--- src/rtl/branch_resolver.sv ---
// branch_resolver: registered branch-decision stage with mispredict flush sequencing.
// Optional statistics counters are enabled by defining BRANCH_RESOLVER_STATS_EN.
module branch_resolver #(
  parameter int WORDSIZE     = 64,
  parameter int FLUSH_CYCLES = 2
) (
  input  logic                clk,
  input  logic                rst_n,
  input  logic                in_valid,
  output logic                in_ready,
  input  logic                is_branch,
  input  logic [2:0]          funct3,
  input  logic                pred_taken,
  input  logic [WORDSIZE-1:0] pc,
  input  logic [WORDSIZE-1:0] target,
  input  logic                flag_equal,
  input  logic                flag_not_equal,
  input  logic                flag_less,
  input  logic                flag_greater,
  input  logic                flag_u_less,
  input  logic                flag_u_greater,
  output logic                out_valid,
  input  logic                out_ready,
  output logic                taken,
  output logic                mispredict,
  output logic                illegal,
  output logic [WORDSIZE-1:0] redirect_pc,
  output logic                flush,
  output logic                dbg_state
`ifdef BRANCH_RESOLVER_STATS_EN
  ,
  output logic [31:0]         branch_count,
  output logic [31:0]         mispredict_count
`endif
);

  localparam int CW = $clog2(FLUSH_CYCLES + 1);

  typedef enum logic {ST_RUN = 1'b0, ST_FLUSH = 1'b1} state_e;

  state_e                state_q;
  logic [CW-1:0]         cnt_q;
  logic                  out_valid_q;
  logic                  taken_q;
  logic                  mispredict_q;
  logic                  illegal_q;
  logic [WORDSIZE-1:0]   redirect_q;

  logic                  taken_d;
  logic                  illegal_d;
  logic                  mispredict_d;
  logic [WORDSIZE-1:0]   redirect_d;
  logic                  accept;

  // Greater-than flags are redundant for RV branch conditions; kept on the port for the flagger.
  logic unused_flags;
  assign unused_flags = flag_greater ^ flag_u_greater;

  always_comb begin
    taken_d   = 1'b0;
    illegal_d = 1'b0;
    if (is_branch) begin
      case (funct3)
        3'b000:  taken_d = flag_equal;
        3'b001:  taken_d = flag_not_equal;
        3'b100:  taken_d = flag_less;
        3'b101:  taken_d = !flag_less;
        3'b110:  taken_d = flag_u_less;
        3'b111:  taken_d = !flag_u_less;
        default: illegal_d = 1'b1;
      endcase
    end
    mispredict_d = taken_d ^ pred_taken;
    redirect_d   = taken_d ? target : (pc + WORDSIZE'(4));
  end

  // Handshake: a beat transfers on an edge where valid && ready are both high; a producer
  // holds valid and payload stable until it transfers, ready may change freely.
  assign in_ready = (state_q == ST_RUN) && (!out_valid_q || out_ready);
  assign accept   = in_valid && in_ready;

  always_ff @(posedge clk or negedge rst_n) begin
    if (!rst_n) begin
      state_q      <= ST_RUN;
      cnt_q        <= '0;
      out_valid_q  <= 1'b0;
      taken_q      <= 1'b0;
      mispredict_q <= 1'b0;
      illegal_q    <= 1'b0;
      redirect_q   <= '0;
    end else begin
      if (accept) begin
        out_valid_q  <= 1'b1;
        taken_q      <= taken_d;
        mispredict_q <= mispredict_d;
        illegal_q    <= illegal_d;
        redirect_q   <= redirect_d;
      end else if (out_ready) begin
        out_valid_q  <= 1'b0;
      end

      case (state_q)
        ST_RUN: begin
          if (accept && mispredict_d) begin
            state_q <= ST_FLUSH;
            cnt_q   <= CW'(FLUSH_CYCLES);
          end
        end
        ST_FLUSH: begin
          if (cnt_q == CW'(1)) begin
            state_q <= ST_RUN;
            cnt_q   <= '0;
          end else begin
            cnt_q   <= cnt_q - CW'(1);
          end
        end
        default: begin
          state_q <= ST_RUN;
          cnt_q   <= '0;
        end
      endcase
    end
  end

  assign out_valid   = out_valid_q;
  assign taken       = taken_q;
  assign mispredict  = mispredict_q;
  assign illegal     = illegal_q;
  assign redirect_pc = redirect_q;
  assign flush       = (state_q == ST_FLUSH);
  assign dbg_state   = state_q;

`ifdef BRANCH_RESOLVER_STATS_EN
  logic [31:0] branch_cnt_q;
  logic [31:0] mispred_cnt_q;

  // Both counters saturate rather than wrap so long runs never under-report.
  always_ff @(posedge clk or negedge rst_n) begin
    if (!rst_n) begin
      branch_cnt_q  <= '0;
      mispred_cnt_q <= '0;
    end else begin
      if (accept && is_branch && (branch_cnt_q != 32'hFFFF_FFFF))
        branch_cnt_q <= branch_cnt_q + 32'd1;
      if (accept && mispredict_d && (mispred_cnt_q != 32'hFFFF_FFFF))
        mispred_cnt_q <= mispred_cnt_q + 32'd1;
    end
  end

  assign branch_count     = branch_cnt_q;
  assign mispredict_count = mispred_cnt_q;
`endif

endmodule

--- config.mk ---
export PLATFORM = sky130hd
export DESIGN_NAME = branch_resolver
export DESIGN_NICKNAME = d
export VERILOG_FILES = /design/src/rtl/branch_resolver.sv
export SDC_FILE = /design/constraint.sdc
export NUM_CORES = 1
export LEC_CHECK = 0
export CAP_MARGIN = 10
export CORE_MARGIN = 2
export CORE_UTILIZATION = 45
export DETAILED_ROUTE_END_ITERATION = 8
export MAX_ROUTING_LAYER = met4
export PLACE_DENSITY = 0.87
export SLEW_MARGIN = 15
export SYNTH_ARGS = -nofsm -noshare
export SYNTH_HDL_FRONTEND = slang
export SYNTH_SLANG_ARGS = --single-unit
export TNS_END_PERCENT = 1
--- constraint.sdc ---
create_clock -name clk -period 3.48 [get_ports clk]
set_clock_uncertainty 0.2 [all_clocks]
set_input_delay 0.696 -clock clk [delete_from_list [all_inputs] [get_ports clk]]
set_output_delay 0.696 -clock clk [all_outputs]
set_load 0.005 [all_outputs]
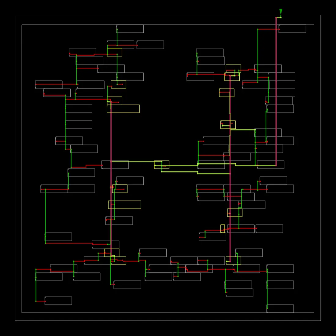
Figure 1: run 1, clock nets.
Clock Sinks: 71
clock buffer count: 14
CTS Buf Count: 9

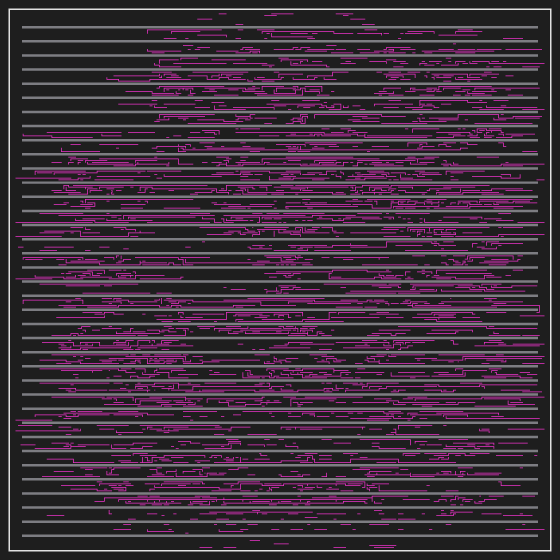
Figure 2: run 1, the metal 1 layer.
Supply wires on this layer in grey.
longest straight run: 53.4 um
share of all routed wire: 41%
Detailed Route WL: 16270 um
met1 Use GR: 38.22%

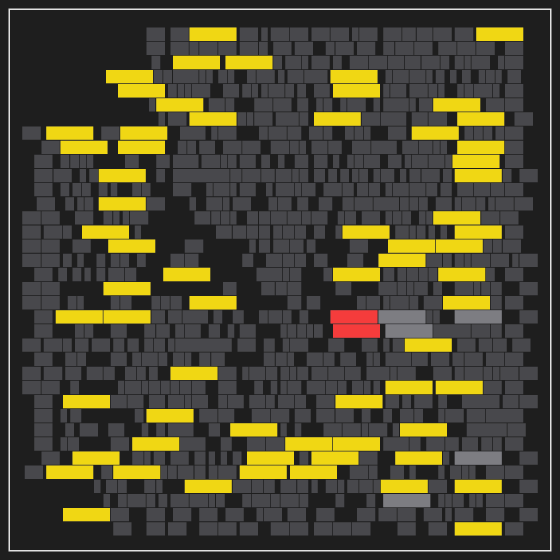
Figure 3: run 1, register map, names as in the netlist.
Other sequential cells in the stronger grey, the rest of the logic in the fainter grey.
[yellow] redirect_pc | sequential cells: 64 | where: spread over the die
[red] cnt_q | sequential cells: 2
not coloured: 5
FF+latch area: 0.001777 mm2
Sequential Power: 1.47 mW
Seq/total area: 24.82%
Final Core Density: 73.57%

==> results.toml, run 1 <==
# implementation run metrics
[synth]
synthesis.nets = 709
logic_family = "simple AND/OR/NAND/NOR gates"
top_area_cell = "dfrtp_1"
async_flop_share_pct = 100.0
most_common_cell = "dfrtp_1"
mux_area_share_pct = 0.8906
yosys-top-cells-count = "dfrtp_1 (71), nand2_1 (70), o21ai_0 (58)"
ys_sh_xor_pct = 10.91
synth_area_mm2 = 0.004496
top_cell_area_share_pct = 39.52
flop_cell = "dfrtp_1"
topCellsByArea = "dfrtp_1 (40%), o21ai_0 (6.5%), nand2_1 (5.8%), xor2_1 (5.6%), xnor2_1 (5.3%)"
ys_sh_simple_pct = 27.11
syn_avg_cell_area_um2 = 7.971
fa_ha_area_share_pct = 0.5566
compound_area_share_pct = 17.37
yosys_area_mm2 = 0.004496
synth.distinct_cells = 36
yosysWarnings = 0
ys_cells = 564
syn_inst = 564
ys_ff = 71
synth_seq_share_pct = 39.52
synth-edff-count = 0

[pwr]
irDropWorstVdd_mv = 0.2987
p_leak_nw = 2.855
p_per_area_mw_per_mm2 = 584.7
finalPower_mw = 4.185

[setup_path]
r2r_setup_slack_ns = 1.38
critPathCapture = "redirect_pc[63]$_DFFE_PN0P_"
cp.required_ns = 3.51
critPathCaptureType = "flop"
worst-endpoint-arrival_ns = 3.15
critPathKind = "in2reg"
cp-start-kind = "input pin"
crit_path_start = "pc[13]"
rr_worst_depth = 6
worstReg2RegStart = "dbg_state$_DFF_PN0_"
worstPathMaxFanout = 8
rr_endpoint = "redirect_pc[55]$_DFFE_PN0P_"

[floorplanning]
coreArea_mm2 = 0.009729
floorplan.core_util_pct = 46.21
die_h_um = 104.0
die_area_mm2 = 0.01081
num_rows = 36
ios = 214
die_w_um = 104.0

[grt]
grt-ovfl-total = 0
antenna_found_initial = 0
grt_start_max_net_pins = 72
grt_usage_pct = 30.84
grt_pass1_wl_um = 26190
grt_pass1_vias = 5190

[final_timing]
slew_viol_final = 0
finalSetupTns_ns = 0
tightest_slew_ns = 0.9214
rsz0062_at_grt = "false"
hold_viol_final = 0
period_minus_slack_ns = 3.120
fmaxAchievable_mhz = 320.5
finalCritPeriodShare_pct = 89.65
whs_ns = 0.2492
setup_viol = 0
fin_ws_ns = 0.3603
slew_headroom_pct = 38.57

[drt]
drt_pre_antenna_iters = 5
vias = 5241
dr_wl_met2_um = 8084
met3_length_um = 1148
via_per_inst = 5.703
wire_per_inst_um = 17.71
drc_errors = 0
initialDrtViolationCount = 331
drt-met1-wl_um = 6602
postRouteAntennaNets = 0
top_layer_used = "met4"

[placed_design]
post-place-ws_ns = 0.03051
hpwl_um = 12380
portBuffers = 211
placed_cells = 903
dpl_cell_area_mm2 = 0.006915
gp_congestion = 0.9059

[cells_and_area]
stdcell_area_mm2 = 0.007158
num_antenna_cells = 0
finalNetCount = 926
fillCellCount = 750
final_cells = 919
area_growth_pct = 59.23
drive_gt1_share_pct = 6.489

[cts]
cts_tree = "done"
clk_path_buf_depth = 2
clock_latency_ns = 0.35
cts_resized = 0
htree_levels = 3
clk_pin_slew_worst_paths_ns = 0.07
post_cts_buffers = 0
cts-root-buf = "clkbuf_8"
postCtsHoldBufs = 0

[min_path]
hold_path.class = "in2async"

[run]
tool_warnings = 28
maxCapViolCount = 0

[status]
status = "finished clean"
## run 1: state kept, by name, summed over array words and instances, names as in the netlist
name         count
illegal          1
taken            1
out_valid        1
cnt_q            2
dbg_state        1
mispredict       1
redirect_pc     64
## run 1: area by class of cell
cell class,instances,area [um2],share of cell area [%]
multi-input combinational,451,2574,35.96
tap,133,166.4,2.325
inverter,7,26.28,0.3671
clock inverter,2,60.06,0.8390
clock buffer,14,182.7,2.552
timing repair buffer,241,2372,33.14
sequential,71,1777,24.82
## run 1: report_power, final
part,internal [mW],switching (mW)
combinational,1.13,0.799
sequential,1.23,0.241
clock,0.483,0.305
## run 1: layout by cell type, fill, tap and decap left out, types with 7 or more instances in the layout
| cell | count |
|---|---|
| and3_1 | 16 |
| xor2_1 | 29 |
| nor4_1 | 8 |
| nand2_1 | 69 |
| a21oi_1 | 39 |
| xnor2_1 | 27 |
| nor2_1 | 56 |
| nor3_1 | 22 |
| nand3_1 | 30 |
| clkdlybuf4s50_1 | 210 |
| o22ai_1 | 20 |
| o21ai_0 | 58 |
| dfrtp_1 | 71 |
| nand4_1 | 20 |
| inv_1 | 7 |
| clkbuf_8 | 13 |
| and4_1 | 11 |
| buf_4 | 28 |
## run 1: routing by layer
| metal | GRT usage [%] | vias up |
|---|---|---|
| met2 | 51.03 | 265 |
| li1 | - | 2454 |
| met3 | 4.511 | 35 |
| met5 | - | - |
| met1 | 38.22 | 2487 |
| met4 | 12.07 | 0 |
## run 1: worst max-delay path, cell delays in order
cell and delay (ns):
clkdlybuf4s50_1 0.52, and4_1 0.31, nand4_1 0.17, or4_1 0.71, nor4_1 0.47, xnor2_1 0.17, o22ai_1 0.09
==> run 2, diff against run 1 <==
--- a/config.mk
+++ b/config.mk
@@ -11,6 +11,7 @@
 export DETAILED_ROUTE_END_ITERATION = 8
 export MAX_ROUTING_LAYER = met4
 export PLACE_DENSITY = 0.87
+export SKIP_CTS_REPAIR_TIMING = 1
 export SLEW_MARGIN = 15
 export SYNTH_ARGS = -nofsm -noshare
 export SYNTH_HDL_FRONTEND = slang
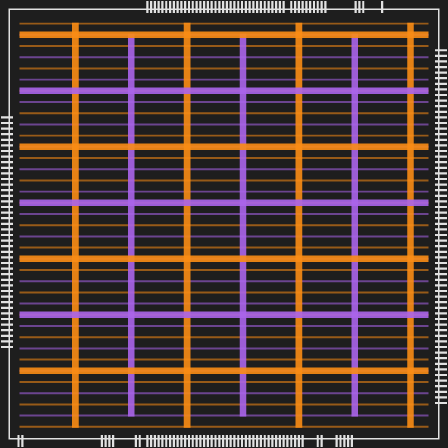
Figure 4: run 2, PDN straps and rails.
Pins as bars on the die edge.
[purple] VDD
[orange] VSS
rows: 36
met5 straps: 7
die width: 104.0 um
Chip Height: 104.0 um

==> run 2 against run 1 <==
Synthesized cell count unchanged; non-clock buffer count unchanged; clock-buffer cell count unchanged; sequential power about the same; global-route usage unchanged; first-iteration DRC count unchanged; largest power group unchanged.
==> results.toml, run 2 <==
# implementation run metrics
[grt]
gr-usage-met1_pct = 38.22
grt_busiest_layer = "met2"
grt_pass1_wl_um = 26190
grt_usage_pct = 30.84
use_met2_pct = 51.03
globalRouteMet3Util_pct = 4.511
grt_pass1_vias = 5190
antenna_found_initial = 0
grt_start_max_net_pins = 72
grt-ovfl-total = 0

[synth]
ys_ff = 71
synth.distinct_cells = 36
synthesis.nets = 709
syn_avg_cell_area_um2 = 7.971
yosys_area_mm2 = 0.004496
ys_cells = 564
flop_cell = "dfrtp_1"
synth_seq_share_pct = 39.52
most_common_cell = "dfrtp_1"
syn_inst = 564
top_cell_area_share_pct = 39.52
async_flop_share_pct = 100.0
topCellsByArea = "dfrtp_1 (40%), o21ai_0 (6.5%), nand2_1 (5.8%), xor2_1 (5.6%), xnor2_1 (5.3%)"
synth_area_mm2 = 0.004496
yosys-top-cells-count = "dfrtp_1 (71), nand2_1 (70), o21ai_0 (58)"
synth-edff-count = 0
top_area_cell = "dfrtp_1"
yosysWarnings = 0

[cts]
clk_path_buf_depth = 2
clk_pin_slew_worst_paths_ns = 0.07
cts-root-buf = "clkbuf_8"
clock_latency_ns = 0.35
cts_sinks = 71
cts_tree = "done"
cts_buffers = 9
htree_levels = 3

[drt]
drt-met1-wl_um = 6602
vias = 5241
initialDrtViolationCount = 331
dr_wl_met2_um = 8084
top_layer_used = "met4"
postRouteAntennaNets = 0
via_per_inst = 5.703
drc_errors = 0
drt_pre_antenna_iters = 5
wl_um = 16270
wire_per_inst_um = 17.71
met3_length_um = 1148

[setup_path]
crit_path_start = "pc[13]"
cp.required_ns = 3.51
worst-endpoint-arrival_ns = 3.15
rr_endpoint = "redirect_pc[55]$_DFFE_PN0P_"
worstPathMaxFanout = 8
critical-path-top-delay-family = "simple AND/OR/NAND/NOR gates"
cp-start-kind = "input pin"
slowest_stage = "or4_1"
cp_num_cells = 7
path_cells = "clkdlybuf4s50_1 > and4_1 > nand4_1 > or4_1 > nor4_1 > xnor2_1 > o22ai_1"
r2r_setup_slack_ns = 1.38
critPathCaptureType = "flop"
rr_worst_depth = 6
cpPeakStageDelay_ns = 0.71
cp.buffers_inverters = 1
worstReg2RegStart = "dbg_state$_DFF_PN0_"
critPathCapture = "redirect_pc[63]$_DFFE_PN0P_"
critPathKind = "in2reg"

[final_timing]
hold_viol_final = 0
period_minus_slack_ns = 3.120
finalSetupTns_ns = 0
rsz0062_at_grt = "false"
tightest_slew_ns = 0.9214
slew_viol_final = 0
slew_headroom_pct = 38.57
finalCritPeriodShare_pct = 89.65
setup_viol = 0
fmaxAchievable_mhz = 320.5

[cells_and_area]
largest_reg_flops = 64
drive_gt1_share_pct = 6.489
regArea_mm2 = 0.001777
num_antenna_cells = 0
fillCellCount = 750
finalNetCount = 926
logic_area_mm2 = 0.002574
lay_top_cells = "clkdlybuf4s50_1 (210), dfrtp_1 (71), nand2_1 (69)"
area_growth_pct = 59.23

[min_path]
hold_path.class = "in2async"

[pwr]
p_per_area_mw_per_mm2 = 584.7
p_leak_nw = 2.855
irDropWorstVdd_mv = 0.2987
finalPower_mw = 4.185

[floorplanning]
die_area_mm2 = 0.01081
ios = 214
num_rows = 36
coreArea_mm2 = 0.009729
floorplan.core_util_pct = 46.21

[status]
status = "finished clean"

[run]
maxCapViolCount = 0
tool_warnings = 28

[placed_design]
gp_congestion = 0.9059
hpwl_um = 12380
placed_cells = 903
portBuffers = 211
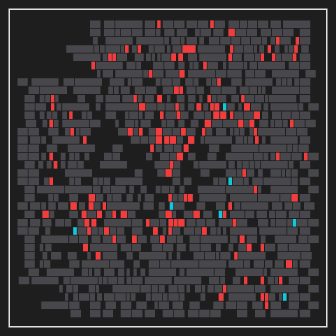
Figure 5: run 2, gate-type map.
[cyan] inverters | cells: 7
[red] NAND gates | cells: 122
non-filler instance count after layout: 919
Commonest Layout Cell: clkdlybuf4s50_1
Comb area share: 35.96%

-- run 2: where the power goes --
group / switching, mW / internal (mW) / leakage [nW] / total (mW)
combinational: 0.799 / 1.13 / 1.88 / 1.93
clock: 0.305 / 0.483 / 0.123 / 0.788
sequential: 0.241 / 1.23 / 0.851 / 1.47
-- run 2: cell type report --
type	count	area share (%)
Clock buffer	14	2.552
Clock inverter	2	0.8390
Inverter	7	0.3671
Multi-Input combinational cell	451	35.96
Sequential cell	71	24.82
Tap cell	133	2.325
Timing Repair Buffer	241	33.14
-- run 2: stage by stage --
stage               util (%)  setup WS [ns]  cell area (um2)  hold WS [ns]
floorplan                  -         0.7479             4496        0.2004
global placement       71.08        0.08332             6915        0.2621
detailed placement     71.08        0.03051             6915        0.2690
CTS                    73.57         0.3825             7158        0.2852
global route           73.57         0.2964             7158        0.3042
finish                 73.57         0.3603             7158        0.2492
-- run 2: cell families after synthesis --
kind of cell | Yosys count | share of synthesized area, %
simple gates | 249 | 27.11
compound gates | 140 | 17.37
flops | 71 | 39.52
xor+xnor | 56 | 10.91
buf+inv | 42 | 3.646
mux | 4 | 0.8907
fa+ha+maj | 2 | 0.5565
-- run 2: worst min path at each step --
stage / start / end / slack (ns)
floorplan: rst_n / cnt_q[0]$_DFFE_PN0P_ / 0.20
global route: redirect_pc[55]$_DFFE_PN0P_ / redirect_pc[55]$_DFFE_PN0P_ / 0.30
global placement: illegal$_DFFE_PN0P_ / illegal$_DFFE_PN0P_ / 0.26
finish: rst_n / redirect_pc[13]$_DFFE_PN0P_ / 0.25
detailed placement: redirect_pc[55]$_DFFE_PN0P_ / redirect_pc[55]$_DFFE_PN0P_ / 0.27
CTS: redirect_pc[55]$_DFFE_PN0P_ / redirect_pc[55]$_DFFE_PN0P_ / 0.29
Power figures rest on the tool's default switching activity, not on a simulated workload.
